--- src/rtl/level_two_if.sv ---
// Controller and flash-pin bundle for the level_two NAND bus sequencer.
// The slave modport is the sequencer side; the master modport is the controller/pad side.
interface level_two_if #(
  parameter int DQ_W        = 8,
  parameter int NUM_TARGETS = 2,
  parameter int TGT_W       = 1
);
  logic                   op_valid;
  logic                   op_ready;
  logic [2:0]             op_type;
  logic [DQ_W-1:0]        op_data;
  logic [TGT_W-1:0]       op_target;
  logic                   op_last;
  logic                   wp_enable;
  logic                   done;
  logic                   err;
  logic [DQ_W-1:0]        rd_data;
  logic                   cle;
  logic                   ale;
  logic                   we_n;
  logic                   re_n;
  logic [NUM_TARGETS-1:0] ce_n;
  logic                   wp_n;
  logic [NUM_TARGETS-1:0] rb_n;
  logic [DQ_W-1:0]        dq_out;
  logic                   dq_oe;
  logic [DQ_W-1:0]        dq_in;

  modport slave (
    input  op_valid, op_type, op_data, op_target, op_last, wp_enable, rb_n, dq_in,
    output op_ready, done, err, rd_data, cle, ale, we_n, re_n, ce_n, wp_n, dq_out, dq_oe
  );

  modport master (
    output op_valid, op_type, op_data, op_target, op_last, wp_enable, rb_n, dq_in,
    input  op_ready, done, err, rd_data, cle, ale, we_n, re_n, ce_n, wp_n, dq_out, dq_oe
  );
endinterface

--- src/rtl/level_two.sv ---
// NAND-flash bus sequencer: runs one controller operation at a time and produces
// timed CLE/ALE/WE#/RE#/CE# strobes, with synchronised ready/busy wait and timeout.
module level_two #(
  parameter int DQ_W        = 8,
  parameter int NUM_TARGETS = 2,
  parameter int TGT_W       = 1,
  parameter int T_SETUP     = 2,
  parameter int T_PULSE     = 3,
  parameter int T_HOLD      = 2,
  parameter int T_WB        = 10,
  parameter int TIMEOUT     = 65535
) (
  input  logic       clock_100,
  input  logic       rst,
  level_two_if.slave bus
);

  localparam int M1      = (T_SETUP > T_PULSE) ? T_SETUP : T_PULSE;
  localparam int M2      = (M1 > T_HOLD) ? M1 : T_HOLD;
  localparam int M3      = (M2 > T_WB) ? M2 : T_WB;
  localparam int CNT_MAX = (M3 > TIMEOUT) ? M3 : TIMEOUT;
  localparam int CNT_W   = $clog2(CNT_MAX + 1);

  localparam logic [2:0] OP_CMD  = 3'd0;
  localparam logic [2:0] OP_ADDR = 3'd1;
  localparam logic [2:0] OP_DOUT = 3'd3;
  localparam logic [2:0] OP_WAIT = 3'd4;

  typedef enum logic [2:0] {
    S_IDLE, S_SETUP, S_PULSE, S_HOLD, S_WAIT_WB, S_WAIT_RB, S_ERR
  } state_t;

  state_t                 state_q, state_d;
  logic [CNT_W-1:0]       cnt_q, cnt_d;
  logic [2:0]             type_q;
  logic [DQ_W-1:0]        data_q;
  logic [TGT_W-1:0]       tgt_q;
  logic                   last_q;
  logic [NUM_TARGETS-1:0] ce_n_q;
  logic [DQ_W-1:0]        rd_data_q;
  logic                   wp_n_q;
  logic [NUM_TARGETS-1:0] rb_meta_q, rb_sync_q;
  logic                   live_q;

  logic                   op_ready;
  logic                   accept;
  logic                   op_illegal;
  logic                   cnt_last;
  logic                   rb_ready;
  logic                   done;
  logic [NUM_TARGETS-1:0] ce_sel_n;

  assign op_ready   = live_q && (state_q == S_IDLE);
  assign accept     = bus.op_valid && op_ready;
  assign op_illegal = (bus.op_type > OP_WAIT) || (int'(bus.op_target) >= NUM_TARGETS);
  assign cnt_last   = (cnt_q == '0);
  assign rb_ready   = rb_sync_q[tgt_q];

  for (genvar gi = 0; gi < NUM_TARGETS; gi++) begin : g_ce_sel
    assign ce_sel_n[gi] = (int'(bus.op_target) != gi);
  end

  // State register plus datapath registers; live_q holds op_ready low until the first edge after reset.
  always_ff @(posedge clock_100 or negedge rst) begin
    if (!rst) begin
      state_q   <= S_IDLE;
      cnt_q     <= '0;
      type_q    <= '0;
      data_q    <= '0;
      tgt_q     <= '0;
      last_q    <= 1'b0;
      ce_n_q    <= '1;
      rd_data_q <= '0;
      wp_n_q    <= 1'b0;
      rb_meta_q <= '0;
      rb_sync_q <= '0;
      live_q    <= 1'b0;
    end else begin
      state_q   <= state_d;
      cnt_q     <= cnt_d;
      live_q    <= 1'b1;
      wp_n_q    <= ~bus.wp_enable;
      rb_meta_q <= bus.rb_n;
      rb_sync_q <= rb_meta_q;
      if (accept) begin
        type_q <= bus.op_type;
        data_q <= bus.op_data;
        tgt_q  <= bus.op_target;
        last_q <= bus.op_last;
        if (!op_illegal) begin
          ce_n_q <= ce_sel_n;
        end
      end else if (done && last_q) begin
        ce_n_q <= '1;
      end
      if (state_q == S_PULSE && cnt_last && type_q == OP_DOUT) begin
        rd_data_q <= bus.dq_in;
      end
    end
  end

  // Next-state: the single down-counter is reloaded on every state entry and saturates at zero.
  always_comb begin
    state_d = state_q;
    cnt_d   = cnt_last ? '0 : cnt_q - CNT_W'(1);
    case (state_q)
      S_IDLE: begin
        if (accept) begin
          if (op_illegal) begin
            state_d = S_ERR;
          end else if (bus.op_type == OP_WAIT) begin
            state_d = S_WAIT_WB;
            cnt_d   = CNT_W'(T_WB - 1);
          end else begin
            state_d = S_SETUP;
            cnt_d   = CNT_W'(T_SETUP - 1);
          end
        end
      end
      S_SETUP: if (cnt_last) begin
        state_d = S_PULSE;
        cnt_d   = CNT_W'(T_PULSE - 1);
      end
      S_PULSE: if (cnt_last) begin
        state_d = S_HOLD;
        cnt_d   = CNT_W'(T_HOLD - 1);
      end
      S_HOLD: if (cnt_last) state_d = S_IDLE;
      S_WAIT_WB: if (cnt_last) begin
        state_d = S_WAIT_RB;
        cnt_d   = CNT_W'(TIMEOUT - 1);
      end
      S_WAIT_RB: if (rb_ready || cnt_last) state_d = S_IDLE;
      S_ERR:     state_d = S_IDLE;
      default:   state_d = S_IDLE;
    endcase
  end

  // Outputs decoded from state so an asynchronous reset clears the strobes at once.
  always_comb begin
    done        = 1'b0;
    bus.err     = 1'b0;
    bus.cle     = 1'b0;
    bus.ale     = 1'b0;
    bus.we_n    = 1'b1;
    bus.re_n    = 1'b1;
    bus.dq_oe   = 1'b0;
    bus.dq_out  = '0;
    case (state_q)
      S_SETUP, S_PULSE, S_HOLD: begin
        bus.cle   = (type_q == OP_CMD);
        bus.ale   = (type_q == OP_ADDR);
        bus.dq_oe = (type_q != OP_DOUT);
        if (type_q != OP_DOUT) bus.dq_out = data_q;
        if (state_q == S_PULSE) begin
          bus.we_n = (type_q == OP_DOUT);
          bus.re_n = (type_q != OP_DOUT);
        end
        if (state_q == S_HOLD && cnt_last) done = 1'b1;
      end
      S_WAIT_RB: begin
        done    = rb_ready || cnt_last;
        bus.err = !rb_ready && cnt_last;
      end
      S_ERR: begin
        done    = 1'b1;
        bus.err = 1'b1;
      end
      default: ;
    endcase
  end

  assign bus.done     = done;
  assign bus.op_ready = op_ready;
  assign bus.ce_n     = ce_n_q;
  assign bus.rd_data  = rd_data_q;
  assign bus.wp_n     = wp_n_q;

endmodule

--- src/flat_wrapper.sv ---
// flat-port wrapper written by rule: the top's interface ports become plain ports
module level_two_flat 
#(
  parameter int DQ_W        = 8,
  parameter int NUM_TARGETS = 2,
  parameter int TGT_W       = 1,
  parameter int T_SETUP     = 2,
  parameter int T_PULSE     = 3,
  parameter int T_HOLD      = 2,
  parameter int T_WB        = 10,
  parameter int TIMEOUT     = 65535
)
  (clock_100, rst, bus_op_valid, bus_op_type, bus_op_data, bus_op_target, bus_op_last, bus_wp_enable, bus_rb_n, bus_dq_in, bus_op_ready, bus_done, bus_err, bus_rd_data, bus_cle, bus_ale, bus_we_n, bus_re_n, bus_ce_n, bus_wp_n, bus_dq_out, bus_dq_oe);
  level_two_if #(.DQ_W(DQ_W), .NUM_TARGETS(NUM_TARGETS), .TGT_W(TGT_W)) bus_i ();
  input  logic clock_100;
  input  logic rst;
  input wire logic [$bits(bus_i.op_valid)-1:0] bus_op_valid;
  input wire logic [$bits(bus_i.op_type)-1:0] bus_op_type;
  input wire logic [$bits(bus_i.op_data)-1:0] bus_op_data;
  input wire logic [$bits(bus_i.op_target)-1:0] bus_op_target;
  input wire logic [$bits(bus_i.op_last)-1:0] bus_op_last;
  input wire logic [$bits(bus_i.wp_enable)-1:0] bus_wp_enable;
  input wire logic [$bits(bus_i.rb_n)-1:0] bus_rb_n;
  input wire logic [$bits(bus_i.dq_in)-1:0] bus_dq_in;
  output wire logic [$bits(bus_i.op_ready)-1:0] bus_op_ready;
  output wire logic [$bits(bus_i.done)-1:0] bus_done;
  output wire logic [$bits(bus_i.err)-1:0] bus_err;
  output wire logic [$bits(bus_i.rd_data)-1:0] bus_rd_data;
  output wire logic [$bits(bus_i.cle)-1:0] bus_cle;
  output wire logic [$bits(bus_i.ale)-1:0] bus_ale;
  output wire logic [$bits(bus_i.we_n)-1:0] bus_we_n;
  output wire logic [$bits(bus_i.re_n)-1:0] bus_re_n;
  output wire logic [$bits(bus_i.ce_n)-1:0] bus_ce_n;
  output wire logic [$bits(bus_i.wp_n)-1:0] bus_wp_n;
  output wire logic [$bits(bus_i.dq_out)-1:0] bus_dq_out;
  output wire logic [$bits(bus_i.dq_oe)-1:0] bus_dq_oe;
  assign bus_i.op_valid = bus_op_valid;
  assign bus_i.op_type = bus_op_type;
  assign bus_i.op_data = bus_op_data;
  assign bus_i.op_target = bus_op_target;
  assign bus_i.op_last = bus_op_last;
  assign bus_i.wp_enable = bus_wp_enable;
  assign bus_i.rb_n = bus_rb_n;
  assign bus_i.dq_in = bus_dq_in;
  assign bus_op_ready = bus_i.op_ready;
  assign bus_done = bus_i.done;
  assign bus_err = bus_i.err;
  assign bus_rd_data = bus_i.rd_data;
  assign bus_cle = bus_i.cle;
  assign bus_ale = bus_i.ale;
  assign bus_we_n = bus_i.we_n;
  assign bus_re_n = bus_i.re_n;
  assign bus_ce_n = bus_i.ce_n;
  assign bus_wp_n = bus_i.wp_n;
  assign bus_dq_out = bus_i.dq_out;
  assign bus_dq_oe = bus_i.dq_oe;
  level_two #(.DQ_W(DQ_W), .NUM_TARGETS(NUM_TARGETS), .TGT_W(TGT_W), .T_SETUP(T_SETUP), .T_PULSE(T_PULSE), .T_HOLD(T_HOLD), .T_WB(T_WB), .TIMEOUT(TIMEOUT)) u_core (.clock_100(clock_100), .rst(rst), .bus(bus_i));
endmodule
--- config.mk ---
export PLATFORM = sky130hd
export DESIGN_NAME = level_two_flat
export DESIGN_NICKNAME = d
export VERILOG_FILES = /design/src/rtl/level_two_if.sv /design/src/rtl/level_two.sv /design/src/flat_wrapper.sv
export SDC_FILE = /design/constraint.sdc
export NUM_CORES = 1
export LEC_CHECK = 0
export CORE_UTILIZATION = 52
export CTS_BUF_LIST = sky130_fd_sc_hd__clkbuf_8
export DETAILED_ROUTE_END_ITERATION = 7
export HOLD_SLACK_MARGIN = 0.05
export PLACE_DENSITY = 0.82
export SETUP_SLACK_MARGIN = 0.4
export SKIP_CTS_REPAIR_TIMING = 1
export SLEW_MARGIN = 20
export SYNTH_ARGS = -nofsm -noshare
export SYNTH_HDL_FRONTEND = slang
export SYNTH_SLANG_ARGS = --single-unit
--- constraint.sdc ---
create_clock -name clock_100 -period 4.5 [get_ports clock_100]
set_clock_uncertainty 0.1 [all_clocks]
set_input_delay 0.9 -clock clock_100 [delete_from_list [all_inputs] [get_ports clock_100]]
set_output_delay 0.9 -clock clock_100 [all_outputs]
set_load 0.1 [all_outputs]
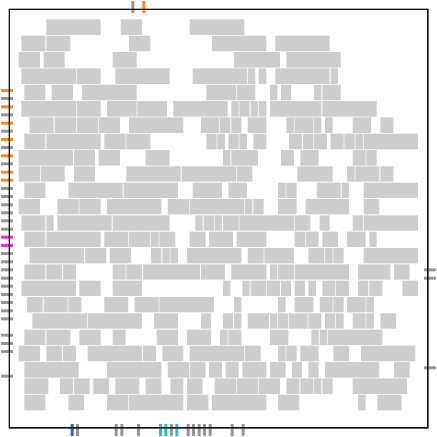
*Pin map*
Drawn at 6 px/um. Pins as bars across the die edge, other pins in gray.
cyan -> bus_op_type  # pins 3, direction input, edge bottom
orange -> bus_rd_data  # pins 8, direction output, edge 7 left, 1 top
blue -> bus_dq_oe  # pins 1, direction output, edge bottom
magenta -> bus_rb_n  # pins 2, direction input, edge left

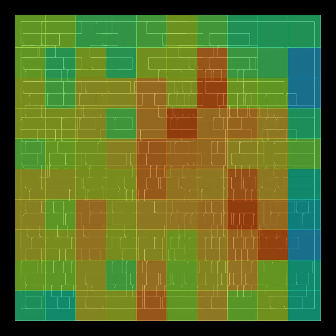
*Routing congestion map*
GRT busiest layer: met2
GRT Total Usage: 22.3%
met1 Use GR: 28.7%
met3 GRT Util: 7.56%

==> flow_metrics.env <==
# yosys + openroad results
export IMPL_end_kind="output port"
export IMPL_pwr_share_seq_pct=57.9
export IMPL_critical_path_max_stage_delay_ns=0.47
export IMPL_die_x_um=69.5
export IMPL_clock_latency_ns=0.30
export IMPL_fmax_mhz=273
export IMPL_cts_sinks=48
export IMPL_topRoutingLayerUsed="met4"
export IMPL_synthSimpleGateAreaFrac_pct=20.5
export IMPL_vdd_ir_drop_max_mv=0.229
export IMPL_rsz0062_at_grt="false"
export IMPL_hold_slack_ns=0.251
export IMPL_worstHoldStart="u_core.rb_meta_q[1]"
export IMPL_status="complete, no violations"
export IMPL_ys_sh_mux_pct=10.9
export IMPL_clk_pin_slew_ns=0.09
export IMPL_synth_seq_cells=48
export IMPL_r2r_slack_ns=1.83
export IMPL_worst_ep_required_time_ns=3.50
export IMPL_swShare_pct=21.1
export IMPL_drc_errors=0
export IMPL_warnings=26
export IMPL_htreeDepth=2
export IMPL_worstRegToRegCells=7
export IMPL_numCtsBuffers=5
export IMPL_routed_wl_um=4970
export IMPL_final_cell_mix="46 x dfrtp_1, 38 x clkdlybuf4s50_1, 22 x mux2_2"
export IMPL_grt_max_degree=49
export IMPL_comb_area_share_pct=37.1
export IMPL_synthAoiAreaFrac_pct=10.2
export IMPL_first_iter_violations=137
export IMPL_endpoint="bus_done"
export IMPL_cap_violations=0
export IMPL_synth_area_um2=2370
export IMPL_clock_buffers=7
export IMPL_synth_top_cell_by_count="dfrtp_1"
export IMPL_worst_ep_arrival_time_ns=2.66
export IMPL_clock_path_buffers=2
